==> config.mk <==
export PLATFORM = sky130hd
export DESIGN_NAME = regfile_port_arbiter
export DESIGN_NICKNAME = d
export VERILOG_FILES = /design/src/rtl/regfile_arb_pkg.sv /design/src/rtl/rr_arbiter.sv /design/src/rtl/regfile_port_arbiter.sv
export SDC_FILE = /design/constraint.sdc
export NUM_CORES = 1
export LEC_CHECK = 0
export CAP_MARGIN = 10
export CORE_ASPECT_RATIO = 1.2
export CORE_MARGIN = 3
export CORE_UTILIZATION = 24
export CTS_BUF_LIST = sky130_fd_sc_hd__clkbuf_2 sky130_fd_sc_hd__clkbuf_4 sky130_fd_sc_hd__clkbuf_8
export DETAILED_ROUTE_END_ITERATION = 12
export PLACE_DENSITY = 0.95
export SYNTH_ARGS = -nofsm -noshare
export SYNTH_HDL_FRONTEND = slang
export SYNTH_SLANG_ARGS = --single-unit
==> constraint.sdc <==
create_clock -name clk -period 1.8 [get_ports clk]
set_input_delay 0.18 -clock clk [delete_from_list [all_inputs] [get_ports clk]]
set_output_delay 0.18 -clock clk [all_outputs]
set_load 0.03 [all_outputs]
==> src/rtl/regfile_arb_pkg.sv <==
// -----------------------------------------------------------------------------
// regfile_arb_pkg
// Shared constants and the rotate-and-find-first helper for the register-file
// port arbiter.
//   AW, DW     : default register address / data widths
//   NREQ_MAX   : largest supported requester count
//   PTR_W      : width of the round-robin pointer / winner index
//   rr_first_idx() : index of the first set request at or after ptr, wrapping
//                    modulo n (result is 0 when no request is set)
// -----------------------------------------------------------------------------
package regfile_arb_pkg;

    localparam int AW       = 2;
    localparam int DW       = 8;
    localparam int NREQ_MAX = 4;
    localparam int PTR_W    = 2;

    function automatic logic [PTR_W-1:0] rr_first_idx(
        input logic [NREQ_MAX-1:0] req,
        input logic [PTR_W-1:0]    ptr,
        input int                  n
    );
        logic [PTR_W-1:0] idx;
        logic             found;
        int               cand;
        idx   = '0;
        found = 1'b0;
        for (int k = 0; k < NREQ_MAX; k++) begin
            // Both ptr and k are below n, so a single subtraction performs the wrap.
            cand = int'(ptr) + k;
            if (cand >= n) cand = cand - n;
            if (k < n && !found && req[cand[PTR_W-1:0]]) begin
                idx   = cand[PTR_W-1:0];
                found = 1'b1;
            end
        end
        return idx;
    endfunction

endpackage

==> src/rtl/rr_arbiter.sv <==
// -----------------------------------------------------------------------------
// rr_arbiter
// Purely combinational round-robin picker.
//   req  [N-1:0]   : request vector
//   ptr            : index with the highest priority this cycle
//   en             : when low, no grant is issued
//   gnt  [N-1:0]   : one-hot grant (zero when en is low or nothing requests)
//   idx            : encoded winner index (meaningful only when any is high)
//   any            : a grant is issued this cycle
// -----------------------------------------------------------------------------
module rr_arbiter
    import regfile_arb_pkg::*;
#(
    parameter int N = 2
) (
    input  logic [N-1:0]     req,
    input  logic [PTR_W-1:0] ptr,
    input  logic             en,
    output logic [N-1:0]     gnt,
    output logic [PTR_W-1:0] idx,
    output logic             any
);

    logic [NREQ_MAX-1:0] req_ext;

    // NOTE: every output of a combinational block gets a default first, so no
    // path can leave a value unassigned and infer a latch.
    always_comb begin
        req_ext        = '0;
        req_ext[N-1:0] = req;
        idx            = rr_first_idx(req_ext, ptr, N);
        any            = en & (|req);
        gnt            = any ? (N'(1) << idx) : '0;
    end

endmodule

==> src/rtl/regfile_port_arbiter.sv <==
// -----------------------------------------------------------------------------
// regfile_port_arbiter
// Shares one 4x8 register file (one write port, two registered read ports)
// between NREQ requesters. One request is granted per cycle, round-robin; the
// winner drives the register-file port combinationally, and read data is
// returned one cycle after acceptance together with a one-hot rsp_valid.
//
// Ports
//   clk, rst_n                 : clock, asynchronous active-low reset
//   stall                      : masks all grants for the cycle
//   req_valid/ready/write      : per-requester handshake and request kind
//   req_rs1/rs2/wreg/wdata     : per-requester fields, slice i = requester i
//   rsp_valid                  : one-hot, read data valid for requester i
//   rsp_data1/2                : read data (wired from the register file)
//   rf_*                       : register-file port
//
// Build option
//   REGFILE_ARB_WRITE_PRIO_EN  : when defined, any valid write hides all reads
//                                from the arbiter for that cycle (round-robin
//                                among the writes, shared pointer).
// -----------------------------------------------------------------------------
module regfile_port_arbiter
    import regfile_arb_pkg::PTR_W;
#(
    parameter int NREQ = 2,
    parameter int AW   = 2,
    parameter int DW   = 8
) (
    input  logic               clk,
    input  logic               rst_n,
    input  logic               stall,
    input  logic [NREQ-1:0]    req_valid,
    output logic [NREQ-1:0]    req_ready,
    input  logic [NREQ-1:0]    req_write,
    input  logic [NREQ*AW-1:0] req_rs1,
    input  logic [NREQ*AW-1:0] req_rs2,
    input  logic [NREQ*AW-1:0] req_wreg,
    input  logic [NREQ*DW-1:0] req_wdata,
    output logic [NREQ-1:0]    rsp_valid,
    output logic [DW-1:0]      rsp_data1,
    output logic [DW-1:0]      rsp_data2,
    output logic [AW-1:0]      rf_read_reg1,
    output logic [AW-1:0]      rf_read_reg2,
    output logic               rf_reg_write,
    output logic [AW-1:0]      rf_write_reg,
    output logic [DW-1:0]      rf_write_data,
    input  logic [DW-1:0]      rf_read_data1,
    input  logic [DW-1:0]      rf_read_data2
);

    logic [PTR_W-1:0] rr_ptr_q,  rr_ptr_d;
    logic             pend_q,    pend_d;
    logic [PTR_W-1:0] pend_id_q, pend_id_d;

    logic [NREQ-1:0]  arb_req;
    logic [NREQ-1:0]  gnt;
    logic [PTR_W-1:0] win_idx;
    logic             win_any;
    logic             win_write;

`ifdef REGFILE_ARB_WRITE_PRIO_EN
    logic [NREQ-1:0] wr_req;

    always_comb begin
        wr_req  = req_valid & req_write;
        arb_req = (|wr_req) ? wr_req : req_valid;
    end
`else
    always_comb begin
        arb_req = req_valid;
    end
`endif

    rr_arbiter #(.N(NREQ)) u_rr_arbiter (
        .req (arb_req),
        .ptr (rr_ptr_q),
        .en  (~stall),
        .gnt (gnt),
        .idx (win_idx),
        .any (win_any)
    );

    assign req_ready = gnt;

    // The grant is one-hot, so at most one slice is ever selected; a single
    // grant per cycle is also what keeps writes and reads from colliding.
    always_comb begin
        rf_reg_write  = 1'b0;
        rf_write_reg  = '0;
        rf_write_data = '0;
        rf_read_reg1  = '0;
        rf_read_reg2  = '0;
        win_write     = 1'b0;
        for (int i = 0; i < NREQ; i++) begin
            if (gnt[i]) begin
                win_write = req_write[i];
                if (req_write[i]) begin
                    rf_reg_write  = 1'b1;
                    rf_write_reg  = req_wreg[i*AW +: AW];
                    rf_write_data = req_wdata[i*DW +: DW];
                end else begin
                    rf_read_reg1  = req_rs1[i*AW +: AW];
                    rf_read_reg2  = req_rs2[i*AW +: AW];
                end
            end
        end
    end

    // Pointer moves past the winner on every accept; a read accept arms the
    // response for the next cycle, anything else clears it.
    always_comb begin
        rr_ptr_d  = rr_ptr_q;
        pend_d    = win_any & ~win_write;
        pend_id_d = pend_id_q;
        if (win_any) begin
            rr_ptr_d = (int'(win_idx) == NREQ - 1) ? '0 : win_idx + 1'b1;
            if (!win_write) pend_id_d = win_idx;
        end
    end

    // NOTE: state registers use non-blocking assignments so every flop samples
    // the pre-edge values regardless of process evaluation order.
    always_ff @(posedge clk or negedge rst_n) begin
        if (!rst_n) begin
            rr_ptr_q  <= '0;
            pend_q    <= 1'b0;
            pend_id_q <= '0;
        end else begin
            rr_ptr_q  <= rr_ptr_d;
            pend_q    <= pend_d;
            pend_id_q <= pend_id_d;
        end
    end

    // Decoded from flops only, so a reset drops the response immediately.
    always_comb begin
        rsp_valid = '0;
        for (int i = 0; i < NREQ; i++) begin
            rsp_valid[i] = pend_q && (int'(pend_id_q) == i);
        end
    end

    // The register file already registers its read data at the accept edge.
    assign rsp_data1 = rf_read_data1;
    assign rsp_data2 = rf_read_data2;

endmodule

drive_strength.png
Bar = 10 um.
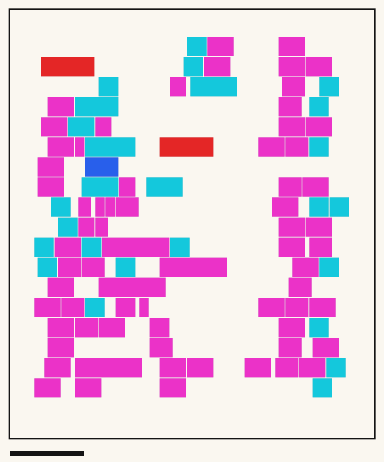
Magenta stands for drive 1 or less, cells 68, share 70%, most used clkdlybuf4s50_1. Red stands for drive 6 and up, cells 2, share 2.1%, most used buf_12. Cyan stands for drive 3 to 4, cells 26, share 27%, most used buf_4. Blue stands for drive 2, cells 1, share 1.0%, most used nor3b_2.

gate_families.png
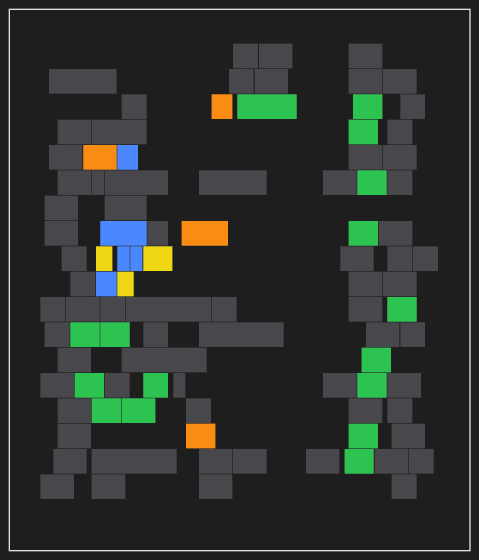
Green stands for AND-OR and OR-AND gates, cells 16. Yellow stands for inverting AOI/OAI gates, cells 3. Blue stands for NAND gates, cells 5, where middle left. Orange stands for AND and OR gates, cells 4.

==> run notes <==
Clock network
- # resized after CTS: 0
- Post-CTS Setup Repair Bufs: 0

STA
- worst rel slew slack: 79.4%
- Least-Margin Pin Slew: 0.308 ns
- shortest period the worst path allows: 1.74 ns
- Period Utilization, post-route: 96.8%

Power
- Pwr per Cell Area: 476 mW/mm2
- Static Leak: 0.439 nW
- Clk pwr share: 23.4%
- sequential cell power: 111 uW

Synthesis
- Synth Area in XOR/XNOR: 0%
- top cell type's share of synthesized area: 22.2%
- number of cell instances after yosys synthesis: 57
- area fraction in and, or, nand and nor cells after synthesis: 24.1%
- leading cell types by count after synthesis: sky130_fd_sc_hd__buf_4 (16), sky130_fd_sc_hd__a22o_1 (13), sky130_fd_sc_hd__dfrtp_1 (4), sky130_fd_sc_hd__nand2b_1 (3)
- EDFF count, synth: 0
- Post-synth ARST share: 100%
- cell taking the most area after synthesis: sky130_fd_sc_hd__buf_4
- sequential area share after synthesis: 18.5%
- number of instances in the synthesized netlist: 57
- average cell area after synthesis: 9.48 um2

Die
- Die Width: 49.3 um
- ports placed on the boundary: 86
- Die Height: 58.0 um
- cell row count: 18
- area of the core: 0.00209 mm2

Hold path
- worst min path class: input pin to asynchronous set/reset pin

Detailed routing
- starting DRC count in detailed routing: 2
- number of nets still failing antenna checks after routing: 0
- average detailed-routed wire length per instance: 13.2 um
- final wirelength: 1670 um
- detail-routed via count per cell: 4.65

Critical path
- Worst path max stage delay: 0.49 ns
- Crit. End Element: output port
- CP arrival: 1.56 ns

Finish
- proportion of layout cells with a drive suffix above 1: 29.9%
- most numerous logic cells after layout: sky130_fd_sc_hd__clkdlybuf4s50_1 (36), sky130_fd_sc_hd__buf_4 (17), sky130_fd_sc_hd__a22o_1 (13)
- number of filler cells placed in the layout: 218
- Seq. cell area: 100 um2

Placed design
- half-perimeter wire length after detailed placement: 1440 um

GRT
- number of antenna violations at the first check in global routing: 0
- GRT Residual Overflow: 0
- largest net degree at the start of global routing: 12
- via count of the first global-routing pass: 590

Status
- result of the run: completed

final_clocks.png
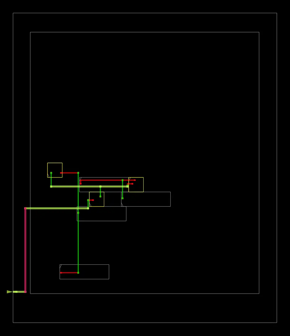
# clk buffers: 3
power of the clock network: 111 uW
total clock sinks: 4
clock buffers created by TritonCTS: 3
insertion delay to the later sink of the worst-skew pair: 0.23 ns

cell_classes.png
Fill, decap, tap and diode cells in gray.
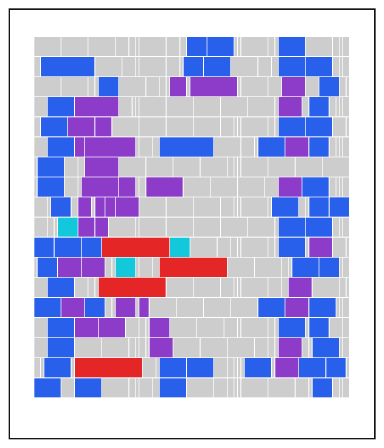
Red stands for flops, cells 4, share of their area 10%. Cyan stands for cells driving clock nets, cells 3, share of their area 2.3%. Purple stands for all other logic, cells 35, share of their area 32%. Blue stands for other buffers and delay cells, cells 55, share of their area 55%.

==> final timing paths <==
kind / from / endpoint / slack [ns] / depth (start not counted)
worst max register to register: rr_ptr_q[0] / pend_id_q[1] / 0.65 / 3
max in group asynchronous: rst_n / rr_ptr_q[0] / 1.48 / 1
worst min register to register: pend_id_q[1] / pend_id_q[1] / 0.51 / 1
worst min-delay path: rst_n / pend_id_q[0] / 0.15 / 1
worst max-delay path: stall / rf_read_reg1[0] / 0.06 / 5
min in group clk: rf_read_data1[0] / rsp_data1[0] / 0.36 / 0
==> critical path, delay by kind of cell <==
kind                   cells  cell delay [ns]
buffers and inverters      2             0.65
AND/OR/NAND/NOR            2             0.53
AND-OR/OR-AND              1             0.21
==> through the flow <==
stage | TNS (ns) | utilization [%] | std cells | worst slack (ns)
2_1_floorplan | 0 | - | 57 | 0.397
4_1_cts | -0.00323 | 47.1 | 127 | -0.00323
5_1_grt | 0 | 47.6 | 127 | 0.0109
6_report | 0 | 47.6 | 127 | 0.0583
3_5_place_dp | 0 | 46.0 | 124 | 0.00298
3_3_place_gp | 0 | 46.0 | 124 | 0.0335
==> final cells by class <==
type	instances	share of cell area (%)
Timing Repair Buffer	55	52.9
Multi-Input combinational cell	35	31.0
Sequential cell	4	10.0
Tap cell	30	3.76
Clock buffer	3	2.26
==> sequential cells by signal (all words and copies together), names as in the netlist <==
signal / count
pend_id_q: 2
pend_q: 1
rr_ptr_q: 1
==> metal layers <==
layer	part of all wire [%]	global-route usage (%)	wire length [um]	vias to the layer above
met5	0	0	0	-
met3	18	6.43	309	12
met1	33	10.9	545	249
met4	2.2	7.72	36	0
met2	47	20.7	782	54
li1	-	-	-	275
==> cell families (layout without fill, tap and decap cells) <==
group           Yosys count  in the layout
simple gates             16             16
flops                     4              4
compound gates           19             19
buf+inv                  18             58
No activity file was given, so power comes from the tool's default toggle rates.
